[config.mk]
export PLATFORM = sky130hd
export DESIGN_NAME = gin_mc_network
export DESIGN_NICKNAME = d
export VERILOG_FILES = /design/src/rtl/gin_pkg.sv /design/src/rtl/gin_pkt_fifo.sv /design/src/rtl/gin_mc_network.sv
export SDC_FILE = /design/constraint.sdc
export NUM_CORES = 1
export LEC_CHECK = 0
export CORE_MARGIN = 2
export CORE_UTILIZATION = 60
export CTS_BUF_LIST = sky130_fd_sc_hd__clkbuf_8
export CTS_CLUSTER_SIZE = 24
export DETAILED_ROUTE_END_ITERATION = 12
export MAX_ROUTING_LAYER = met4
export PLACE_DENSITY_LB_ADDON = 0.3
export SYNTH_ARGS = -nofsm -noshare
export SYNTH_HDL_FRONTEND = slang
export SYNTH_SLANG_ARGS = --single-unit
[constraint.sdc]
create_clock -name clk -period 20.3 [get_ports clk]
set_clock_uncertainty 0.2 [all_clocks]
set_input_delay 2.03 -clock clk [delete_from_list [all_inputs] [get_ports clk]]
set_output_delay 2.03 -clock clk [all_outputs]
set_load 0.1 [all_outputs]
[src/rtl/gin_pkg.sv]
// Shared defaults and types for the global input multicast network.
package gin_pkg;
    localparam int GIN_DATA_BITS = 32;
    localparam int GIN_XID_BITS  = 5;
    localparam int GIN_YID_BITS  = 4;

    typedef struct packed {
        logic [GIN_DATA_BITS-1:0] data;
        logic [GIN_YID_BITS-1:0]  tag_y;
        logic [GIN_XID_BITS-1:0]  tag_x;
    } gin_pkt_t;

    typedef enum logic [0:0] {
        IDLE = 1'b0,
        SEND = 1'b1
    } gin_state_e;
endpackage

[src/rtl/gin_pkt_fifo.sv]
// Synchronous packet FIFO; pointers carry one wrap bit so full/empty come from a compare.
module gin_pkt_fifo #(
    parameter int WIDTH = 41,
    parameter int DEPTH = 4
) (
    input  logic                     clk,
    input  logic                     rst,
    input  logic                     push_i,
    input  logic [WIDTH-1:0]         wdata_i,
    input  logic                     pop_i,
    output logic                     full_o,
    output logic                     empty_o,
    output logic [$clog2(DEPTH):0]   count_o,
    output logic [WIDTH-1:0]         head_o
);
    localparam int AW = $clog2(DEPTH);

    logic [WIDTH-1:0] mem_q [DEPTH];
    logic [AW:0]      wr_q, wr_d;
    logic [AW:0]      rd_q, rd_d;
    logic             do_push, do_pop;

    assign empty_o = (wr_q == rd_q);
    assign full_o  = (wr_q[AW] != rd_q[AW]) && (wr_q[AW-1:0] == rd_q[AW-1:0]);
    assign count_o = wr_q - rd_q;
    assign head_o  = mem_q[rd_q[AW-1:0]];

    assign do_push = push_i && !full_o;
    assign do_pop  = pop_i && !empty_o;
    assign wr_d    = do_push ? wr_q + 1'b1 : wr_q;
    assign rd_d    = do_pop  ? rd_q + 1'b1 : rd_q;

    always_ff @(posedge clk) begin
        if (rst) begin
            wr_q <= '0;
            rd_q <= '0;
        end else begin
            wr_q <= wr_d;
            rd_q <= rd_d;
        end
    end

    always_ff @(posedge clk) begin
        if (do_push) mem_q[wr_q[AW-1:0]] <= wdata_i;
    end
endmodule

[src/rtl/gin_mc_network.sv]
// Global input network: queues tagged packets and multicasts the head to every PE whose
// row/column IDs match, holding the head until all matched PEs have accepted it.
module gin_mc_network
    import gin_pkg::*;
#(
    parameter int NUM_ROWS   = 6,
    parameter int NUM_COLS   = 8,
    parameter int DATA_BITS  = GIN_DATA_BITS,
    parameter int XID_BITS   = GIN_XID_BITS,
    parameter int YID_BITS   = GIN_YID_BITS,
    parameter int FIFO_DEPTH = 4,
    parameter bit BCAST_EN   = 1'b1
) (
    input  logic                              clk,
    input  logic                              rst,
    input  logic                              GIN_valid,
    output logic                              GIN_ready,
    input  logic [DATA_BITS-1:0]              GIN_data,
    input  logic [XID_BITS-1:0]               tag_X,
    input  logic [YID_BITS-1:0]               tag_Y,
    input  logic                              set_XID,
    input  logic [XID_BITS-1:0]               XID_scan_in,
    input  logic                              set_YID,
    input  logic [YID_BITS-1:0]               YID_scan_in,
    output logic                              cfg_ready,
    input  logic [NUM_ROWS*NUM_COLS-1:0]      PE_ready,
    output logic [NUM_ROWS*NUM_COLS-1:0]      PE_valid,
    output logic [NUM_ROWS*DATA_BITS-1:0]     PE_data,
    output logic                              busy,
    output logic                              drop_pulse
);
    localparam int N  = NUM_ROWS * NUM_COLS;
    localparam int AW = $clog2(FIFO_DEPTH);

    typedef struct packed {
        logic [DATA_BITS-1:0] data;
        logic [YID_BITS-1:0]  tag_y;
        logic [XID_BITS-1:0]  tag_x;
    } pkt_t;

    pkt_t        push_pkt, head;
    logic        full, empty, push_ok, pop;
    logic [AW:0] fifo_cnt;

    gin_state_e  state_q, state_d;
    logic [N-1:0] done_mask_q, done_mask_d;
    logic [N-1:0] target, accept;

    logic [YID_BITS-1:0] yid_q [NUM_ROWS];
    logic [XID_BITS-1:0] xid_q [N];

    assign push_pkt = '{data: GIN_data, tag_y: tag_Y, tag_x: tag_X};
    assign push_ok  = GIN_valid && !full;

    gin_pkt_fifo #(
        .WIDTH($bits(pkt_t)),
        .DEPTH(FIFO_DEPTH)
    ) u_fifo (
        .clk     (clk),
        .rst     (rst),
        .push_i  (push_ok),
        .wdata_i (push_pkt),
        .pop_i   (pop),
        .full_o  (full),
        .empty_o (empty),
        .count_o (fifo_cnt),
        .head_o  (head)
    );

    assign GIN_ready = !full;
    assign busy      = !empty;
    assign cfg_ready = (state_q == IDLE) && empty;

    // Both ID chains shift only while nothing is queued, so a live match never sees a moving ID.
    always_ff @(posedge clk) begin
        if (rst) begin
            for (int r = 0; r < NUM_ROWS; r++) yid_q[r] <= '0;
            for (int i = 0; i < N; i++)        xid_q[i] <= '0;
        end else begin
            if (set_YID && cfg_ready) begin
                yid_q[0] <= YID_scan_in;
                for (int r = 1; r < NUM_ROWS; r++) yid_q[r] <= yid_q[r-1];
            end
            if (set_XID && cfg_ready) begin
                xid_q[0] <= XID_scan_in;
                for (int i = 1; i < N; i++) xid_q[i] <= xid_q[i-1];
            end
        end
    end

    logic bc_y, bc_x;
    assign bc_y = BCAST_EN && (&head.tag_y);
    assign bc_x = BCAST_EN && (&head.tag_x);

    genvar r, c;
    generate
        for (r = 0; r < NUM_ROWS; r++) begin : g_row
            logic hit_y, row_vld;
            assign hit_y   = bc_y || (yid_q[r] == head.tag_y);
            for (c = 0; c < NUM_COLS; c++) begin : g_col
                assign target[r*NUM_COLS+c] =
                    hit_y && (bc_x || (xid_q[r*NUM_COLS+c] == head.tag_x));
            end
            assign row_vld = |PE_valid[r*NUM_COLS +: NUM_COLS];
            assign PE_data[r*DATA_BITS +: DATA_BITS] = row_vld ? head.data : '0;
        end
    endgenerate

    assign PE_valid   = target & ~done_mask_q & {N{!empty}};
    assign accept     = PE_valid & PE_ready;
    // An empty target set satisfies the completion test at once, which is the drop path.
    assign pop        = !empty && ((done_mask_q | accept) == target);
    assign drop_pulse = !empty && (target == '0);

    assign done_mask_d = pop ? '0 : (done_mask_q | accept);

    always_comb begin
        state_d = state_q;
        case (state_q)
            IDLE:    if (push_ok) state_d = SEND;
            SEND:    if (pop && !push_ok && fifo_cnt == {{AW{1'b0}}, 1'b1}) state_d = IDLE;
            default: state_d = IDLE;
        endcase
    end

    always_ff @(posedge clk) begin
        if (rst) begin
            state_q     <= IDLE;
            done_mask_q <= '0;
        end else begin
            state_q     <= state_d;
            done_mask_q <= done_mask_d;
        end
    end
endmodule

Run 1, cell sizes after repair:
Bar = 50 um.
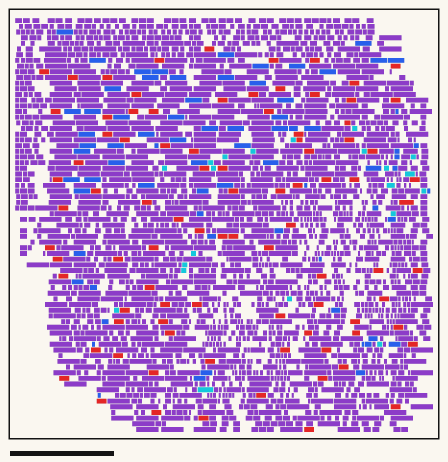
legend:
  cyan:
    size: drive 3 to 4
    cells: 21
  red:
    size: drive 6 and up
    cells: 89
  blue:
    size: drive 2
    cells: 73
  purple:
    size: drive 1 or less
    cells: 2,200
Non-clk bufs: 364
area grow syn2layout: 21.1%

Run 1, close-up of the layout:
Region (139, 36) to (169, 66) um. Cells in gray, sequential cells in the stronger gray; small squares are vias.
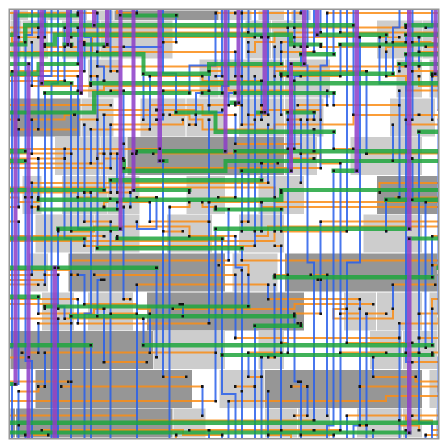
legend:
  orange:
    layer: met1
  purple:
    layer: met4
  green:
    layer: met3
  blue:
    layer: met2
sequential cells in the window: 9
netlist names of flops here include: `xid_q` (8), `done_mask_q` (1)
most frequent: nor2b_1 (8), edfxtp_1 (8), xnor2_1 (7)
cells with their middle in the window: 57

==> flow_metrics.tcl, run 1 <==
# yosys + openroad results
set metrics [dict create \
    cpPeakStageDelay_ns 1.15 \
    wl_met3_um 6400 \
    top_register "xid_q" \
    fp_util_pct 60.9 \
    reg2reg_slack_ns 13.57 \
    ctsResizeCount 0 \
    die-area_mm2 0.0420 \
    grt_pass1_wl_um 98900 \
    total_power_w 0.00364 \
    initialDrtViolationCount 2081 \
    post_cts_buffers 0 \
    grt_use_met3_pct 7.17 \
    cpMostUsedCell "buf_4" \
    num_io_pins 347 \
    top_cell "edfxtp_1" \
    htreeDepth 3 \
    holdBufCountCts 0 \
    grt_pass1_vias 17000 \
    crit_chain "buf_4, mux4_2, buf_4, and4_1, nand2_2, o31ai_1, nand2_1, nor3_1, nand3b_1, and2_1, clkdlybuf4s50_1" \
    yosys-stat-cells 1995 \
    track_usage_pct 32.1 \
    n_antenna_cell 2 \
    final_util_pct 73.7 \
    p_leak_nw 10.1 \
    synth_flops 485 \
    p_int_w 0.00205 \
    synth_cell_types 70 \
    crit_cells 11 \
    status "finished clean" \
    finalNonFillerCells 2910 \
    timing.final.crit_share_pct 47.1 \
    hold_depth 2 \
    grtUsageMet1_pct 44.1 \
    ys_top_cells_by_area "edfxtp_1, and2_1, xnor2_1, dfxtp_1, mux4_2" \
    power_switching_w 0.00159 \
    crit_arrival_ns 7.32 \
    finalSetupViolCount 0 \
    period_needed_ns 9.55 \
    fin_nets 2442 \
    nMultiInputCombCells 1358 \
    routed_wl_um 66300 \
    portBuffers 346 \
    overflow 0 \
    top_layer_used "met4" \
    max-slew-margin-rel_pct 15.7 \
    wl_met2_um 30700 \
    syn_inst 1995 \
    worstReg2RegEnd "done_mask_q[38]" \
    min-delay-path-class "flip-flop to flip-flop" \
    core_mm2 0.0398 \
    clockBufferDepth 3 \
    slowest_stage "clkdlybuf4s50_1" \
    required_ns 18.07 \
    maxCapViolCount 0 \
    dr.pass1.iters 6 \
    cts_root_buf "clkbuf_8" \
    pwr-share-clk_pct 21.0 \
    rsz0062_at_grt "false" \
    antenna_found_initial 1 \
    buffer_area_share_pct 12.3 \
    p_per_area_mw_per_mm2 124 \
    hold_slack_ns 0.307 \
    insertion_delay_ns 0.65 \
    grt_max_degree 185 \
    use_met2_pct 47.4 \
    pre_cts_ws_ns 11.53 \
    nWellTaps 525 \
    switching_share_pct 43.6 \
    fp_nets 2106 \
    peakVddDrop_mv 0.103 \
    rows 73 \
    drc 0 \
    fillers 2659 \
    gp_congestion 1.07 \
    antenna_left 0 \
    clkTransAtPathRegs_ns 0.06 \
    ys_seq_share_pct 57.7 \
    enable_flop_cells 428 \
    mi_logic_area_mm2 0.00956 \
    hold_viol_final 0 \
    fin_area_mm2 0.0294 \
    reg2reg_depth 12 \
    largest_class "registers" \
    crit_path_end "PE_data[93]" \
    endpoint_kind "primary output" \
    ys_chip_area_mm2 0.0242 \
    synth_area_leader_cell "edfxtp_1" \
    drt-met1-wl_um 26800 \
    seqPwrFrac_pct 35.4 \
    min_to "state_q" \
    place_hpwl_um 45200 \
    tool_warnings 36 \
    top_area_share_pct 53.0 \
    crit_fanout 51 \
    vias_per_cell 5.98 \
    die_y_um 205 \
    ys_top_cells_by_count "edfxtp_1, and2_1, xnor2_1, nand2_1, a21oi_1" \
    worstMarginPinSlew_ns 1.26 \
]
Run 1, clock wiring as the flow saved it:
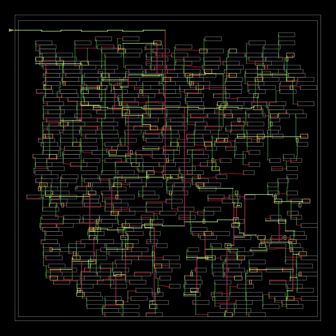
clk pwr: 0.000765 W
num sequential: 485
Sink Count: 485
clock buffer count: 84

==> run 1: cell usage in the layout (no fill, tap or decap), types with 5 or more instances in the layout <==
cell,netlist,final
o21a_1,5,5
o22ai_1,7,7
clkinv_1,0,17
nand2_1,90,89
nor2_1,77,76
and4_1,6,6
nand3_1,65,65
nor4_1,22,22
nand4_1,18,18
xor2_1,60,60
a21oi_1,80,80
inv_1,41,64
o211ai_1,21,21
dfxtp_1,57,55
o2111ai_1,6,6
or4_1,9,9
o21ai_0,30,30
buf_4,6,17
o31ai_1,16,16
xnor2_1,202,202
nor3_1,33,33
xnor2_2,6,6
and2_1,390,390
clkdlybuf4s50_1,0,345
clkinv_2,0,5
and3_1,16,12
a211oi_1,5,5
a31oi_1,7,7
clkbuf_8,0,84
edfxtp_1,428,428
mux4_2,41,41
o41ai_1,6,6
ha_1,7,7
nor2b_1,73,73
==> run 1: logic make-up (layout without fill, tap and decap cells) <==
kind of cell / Yosys count / count (layout) / share of synthesized area (%)
AOI/OAI and AO/OA: 219 / 219 / 5.89
xor gates and xnor gates: 268 / 268 / 9.87
adders and majority gates: 8 / 8 / 0.444
buffers and inverters: 152 / 540 / 2.96
DFF: 485 / 485 / 57.7
muxes: 42 / 42 / 3.85
other: 0 / 2 / 0
and+or+nand+nor: 821 / 821 / 19.3
==> run 1: power groups by stage <==
| stage | registers (W) | logic, W | clock network (W) |
|---|---|---|---|
| after floorplan | 0.00130 | 0.00120 | 0 |
| after CTS | 0.00129 | 0.00157 | 0.000772 |
| final | 0.00129 | 0.00159 | 0.000765 |
| after global routing | 0.00130 | 0.00166 | 0.000816 |
| after global placement | 0.00130 | 0.00155 | 0 |
| after detailed placement | 0.00130 | 0.00157 | 0 |
Run 1, where the registers sit:
Bar = 50 um.
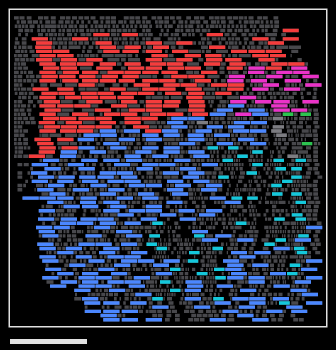

==> run 1 -> run 2 <==
- CORE_UTILIZATION: 60 -> 57
- clock period: 20.3 -> 9.5 ns (I/O delays scaled with it)
Run 2, where the registers sit:
Bar = 50 um.
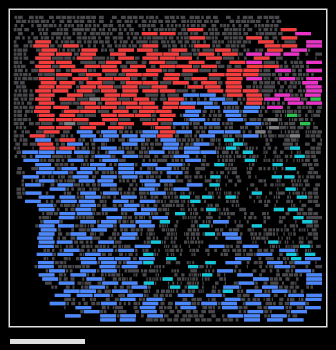
legend:
  cyan:
    netlist_name: `done_mask_q`
    sequential_cells: 48
  green:
    netlist_name: `u_fifo.wr_q`
    sequential_cells: 3
  red:
    netlist_name: `u_fifo.mem_q`
    sequential_cells: 164
    where: a horizontal strip, top
  blue:
    netlist_name: `xid_q`
    sequential_cells: 240
  magenta:
    netlist_name: `yid_q`
    sequential_cells: 24
    where: north-east
Final Util: 70.4%
Seq. cell area: 0.0140 mm2
fraction of area in registers: 47.4%
P_seq: 0.00277 W

Run 2, clock distribution:
Bar = 50 um.
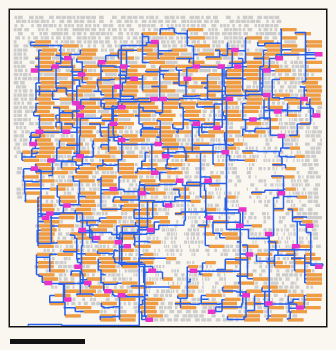
legend:
  magenta:
    item: cells driving clock nets
    count: 79
  blue:
    item: clock wires
    length: 6,160 um
  orange:
    item: flip-flops
    count: 485
routed clock nets: 80
flops lie: all over the die

==> flow_metrics.tcl, run 2 <==
# yosys + openroad results
set metrics [dict create \
    num_io_pins 347 \
    p_leak_nw 10.2 \
    routed_wl_um 67500 \
    p_int_w 0.00445 \
    xor_share_pct 9.87 \
    worstReg2RegEnd "done_mask_q[44]" \
    status "finished clean" \
    clkTransAtPathRegs_ns 0.06 \
    finalSetupViolCount 0 \
    slowest_stage "clkdlybuf4s50_1" \
    nWellTaps 539 \
    worstMarginPinSlew_ns 1.34 \
    top_register "xid_q" \
    synthAoiAreaFrac_pct 5.89 \
    endpoint_kind "primary output" \
    min-delay-path-class "flip-flop to flip-flop" \
    enable_flop_cells 428 \
    ys_top_cells_by_count "edfxtp_1, and2_1, xnor2_1, nand2_1, a21oi_1" \
    use_met2_pct 46.0 \
    n_antenna_cell 1 \
    ys_chip_area_mm2 0.0242 \
    cts_root_buf "clkbuf_8" \
    place_hpwl_um 47500 \
    core_mm2 0.0419 \
    cts_sinks 485 \
    signal_buffers 372 \
    vias_per_cell 5.88 \
    tool_warnings 36 \
    max-slew-margin-rel_pct 10.2 \
    power-top-group "combinational logic" \
    top_area_share_pct 53.0 \
    finalNonFillerCells 2944 \
    power_switching_w 0.00342 \
    reg2reg_slack_ns 3.12 \
    dr.pass1.iters 6 \
    synth_area_leader_cell "edfxtp_1" \
    p_per_area_mw_per_mm2 266 \
    syn2layout_area_growth_pct 21.9 \
    holdBufCountCts 0 \
    n_sequential_cell 485 \
    crit_chain "mux4_2, buf_4, xnor2_1, nand3_1, o31ai_1, and3_1, nor4_1, nand3b_1, and2_1, clkdlybuf4s50_1" \
    top_cell "edfxtp_1" \
    simple_gate_area_share_pct 19.3 \
    cpPeakStageDelay_ns 1.15 \
    drc 0 \
    clockBufferDepth 3 \
    hold_viol_final 0 \
    ys_top_cells_by_area "edfxtp_1, and2_1, xnor2_1, dfxtp_1, mux4_2" \
    reg2reg_depth 10 \
    die_y_um 210 \
    lay_top_cells "edfxtp_1, and2_1, clkdlybuf4s50_1, xnor2_1, nand2_1" \
    p_clk_w 0.00171 \
    period_needed_ns 8.28 \
    fp_util_pct 57.8 \
    synth_cell_types 70 \
    top_logic_kind "simple AND/OR/NAND/NOR gates" \
    peakVddDrop_mv 0.180 \
    yosys-stat-cells 1995 \
    crit_fanout 32 \
    grt_use_met3_pct 5.75 \
    fillers 2906 \
    rows 75 \
    portBuffers 346 \
    seqPwrFrac_pct 35.2 \
    grt_max_degree 178 \
    pwr-share-clk_pct 21.8 \
    ys_sh_mux_pct 3.85 \
    gp_congestion 1.05 \
    fin_nets 2449 \
    grt_pass1_wl_um 101000 \
    crit_arrival_ns 7.13 \
    initialDrtViolationCount 2036 \
    antenna_left 0 \
    die-area_mm2 0.0442 \
    htreeDepth 3 \
    largest_class "registers" \
    insertion_delay_ns 0.65 \
    antenna_found_initial 0 \
    nMultiInputCombCells 1358 \
    timing.final.crit_share_pct 87.1 \
    buffer_area_share_pct 12.4 \
    clkbuf_count 83 \
    maxCapViolCount 0 \
]
-- run 2: netlist changes by cell type in the layout (fill, tap and decap cells not counted), sizes merged --
cell and change:
bufinv +2, clkbuf -1, clkinv +8, clkinvlp +2, inv +2, diode -1, buf +8
-- run 2: routing by layer --
| layer | share of wire (%) | vias up |
|---|---|---|
| met1 | 43 | 8512 |
| li1 | - | 7792 |
| met5 | 0 | - |
| met4 | 3.0 | 0 |
| met3 | 8.7 | 119 |
| met2 | 46 | 879 |
-- run 2: worst max path at each step --
stage                        start           end  cells past startpoint
floorplan           u_fifo.wr_q[0]  PE_data[159]                     14
global placement         flip-flop   PE_data[30]                     10
detailed placement       flip-flop   PE_data[25]                     10
CTS                      flip-flop   PE_data[25]                     10
global route             flip-flop   PE_data[23]                     10
finish                   flip-flop   PE_data[25]                     10
-- run 2: worst max-delay path: cells and delay by family, from the launching register on --
family | cells | cell delay [ns]
DFF | 1 | 0.80
muxes | 1 | 0.84
buffers and inverters | 2 | 1.77
AOI/OAI and AO/OA | 1 | 1.00
xor gates and xnor gates | 1 | 0.20
and+or+nand+nor | 5 | 1.79
-- run 2: logic make-up (layout without fill, tap and decap cells) --
group,after synthesis,count (layout)
and+or+nand+nor,821,821
DFF,485,485
xor gates and xnor gates,268,268
AOI/OAI and AO/OA,219,219
buffers and inverters,152,561
muxes,42,42
adders and majority gates,8,8
other,0,1
-- run 2: metrics by stage --
step	hold WS, ns	worst slack (ns)	area (um2)
after floorplan	0.243	1.52	24200
after global placement	0.279	2.15	28100
after detailed placement	0.282	1.92	28100
after CTS	0.290	1.21	29500
after global routing	0.324	0.883	29500
final	0.295	1.22	29500
Run 2, clock wiring as the flow saved it:
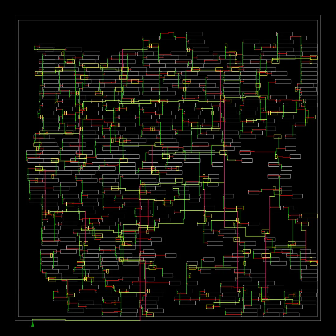

==> run 2 -> run 3 <==
- CORE_UTILIZATION: 57 -> 24
- TNS_END_PERCENT: not set -> 100
Run 3, clock wiring as the flow saved it:
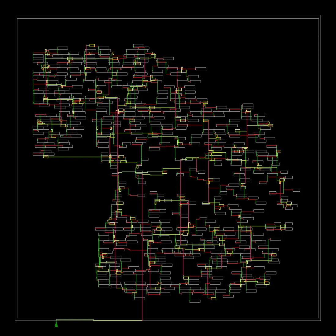
clock buffer count: 87
CTS buffer count: 87
worst-skew pair later-pin latency: 0.72 ns
clk pwr: 0.00185 W

Run 3, clock distribution:
Bar = 100 um.
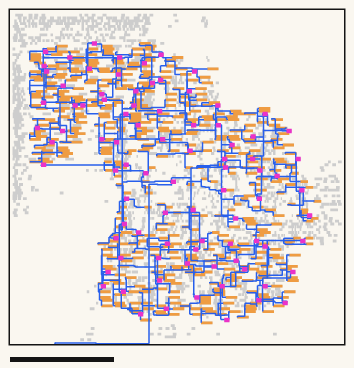
legend:
  orange:
    item: flip-flops
    count: 485
  blue:
    item: clock wires
    length: 7,590 um
  magenta:
    item: cells driving clock nets
    count: 87
flops lie: all over the die

==> flow_metrics.tcl, run 3 <==
# yosys + openroad results
set metrics [dict create \
    status "finished clean" \
    synth_cell_types 70 \
    cts_root_buf "clkbuf_8" \
    place_hpwl_um 59300 \
    die-area_mm2 0.104 \
    ctsResizeCount 0 \
    dr.pass1.iters 5 \
    fp_util_pct 24.2 \
    antenna_left 0 \
    syn_inst 1995 \
    top_area_share_pct 53.0 \
    required_ns 8.35 \
    fin_ws_ns 1.03 \
    overflow 0 \
    cpPeakStageDelay_ns 0.99 \
    finalNonFillerCells 3732 \
    ys_seq_share_pct 57.7 \
    peakVddDrop_mv 0.201 \
    simple_gate_area_share_pct 19.3 \
    top_register "xid_q" \
    dpl-instance-area_mm2 0.0289 \
    finalSetupViolCount 0 \
    hold_viol_final 0 \
    antenna_found_initial 12 \
    fp_nets 2106 \
    p_per_area_mw_per_mm2 265 \
    syn2layout_area_growth_pct 26.2 \
    holdBufCountCts 0 \
    synth_flops 485 \
    final_util_pct 30.5 \
    rows 116 \
    ys_top_cells_by_count "edfxtp_1, and2_1, xnor2_1, nand2_1, a21oi_1" \
    xor_share_pct 9.87 \
    total_power_w 0.00811 \
    top_logic_kind "simple AND/OR/NAND/NOR gates" \
    vias_per_cell 4.62 \
    track_usage_pct 16.2 \
    portBuffers 346 \
    endpoint_kind "primary output" \
    p_leak_nw 10.4 \
    hold_slack_ns 0.272 \
    pre_cts_ws_ns 1.70 \
    crit_family "simple AND/OR/NAND/NOR gates" \
    cpMostUsedCell "and2_1" \
    crit_fanout 43 \
    grt_pass1_wl_um 120000 \
    lay_top_count "edfxtp_1" \
    fillers 10200 \
    fin_nets 2462 \
    core_mm2 0.100 \
    enable_flop_cells 428 \
    seqPwrFrac_pct 34.3 \
    htreeDepth 3 \
    synth_area_leader_cell "edfxtp_1" \
    max-slew-margin-rel_pct 14.8 \
    maxCapViolCount 0 \
    crit_buf_inv 2 \
    top_cell "edfxtp_1" \
    power_switching_w 0.00363 \
    adder_share_pct 0.444 \
    synthAoiAreaFrac_pct 5.89 \
    gp_congestion 0.935 \
    ys_sh_mux_pct 3.85 \
    grt_max_degree 177 \
    post_cts_buffers 0 \
    drc 0 \
    timing.final.crit_share_pct 89.2 \
]
-- run 3: cell counts after synthesis --
Identical to the previous run, type by type.
-- run 3: metal layers --
metal	routed length [um]	part of all wire, %	GRT usage, %
met5	0	0	-
met4	1540	1.9	4.13
met3	6950	8.4	3.87
met2	36000	43	23.1
met1	38700	47	22.8
-- run 3: worst paths after layout --
check	start	slack, ns	cells past startpoint	to
setup / recovery	flip-flop	1.03	10	PE_data[54]
hold / removal	state_q	0.27	2	state_q
setup reg to reg	flip-flop	2.72	11	done_mask_q[20]
hold reg to reg	state_q	0.27	2	state_q
-- run 3: power groups by stage --
stage	logic, W	registers [W]	clock network [W]
3_5_place_dp	0.00346	0.00283	0
6_report	0.00348	0.00279	0.00185
2_1_floorplan	0.00257	0.00275	0
4_1_cts	0.00347	0.00279	0.00191
5_1_grt	0.00365	0.00282	0.00199
3_3_place_gp	0.00345	0.00283	0
-- run 3: cell type report --
class	count	area, um2	share of cell area, %
Tap cell	1298	1620	5.31
Clock inverter	72	409	1.34
Inverter	42	158	0.515
Multi-Input combinational cell	1358	9560	31.3
Antenna cell	13	32.5	0.106
Sequential cell	485	14000	45.8
Timing Repair Buffer	377	3610	11.8
Clock buffer	87	1200	3.91
-- run 3: tightest hold or removal path, cell delays in order (launching register included) --
cell     delay, ns
dfxtp_1       0.31
o41ai_1       0.06
a21oi_1       0.05
-- run 3: cells by family (layout without fill, tap and decap cells) --
logic type               Yosys count  after routing
AND-OR/OR-AND                    219            219
XOR/XNOR                         268            268
adder cells (fa/ha/maj)            8              8
buffers and inverters            152            578
flip-flops                       485            485
multiplexers                      42             42
other                              0             13
AND/OR/NAND/NOR                  821            821
Power figures rest on the tool's default switching activity, not on a simulated workload.
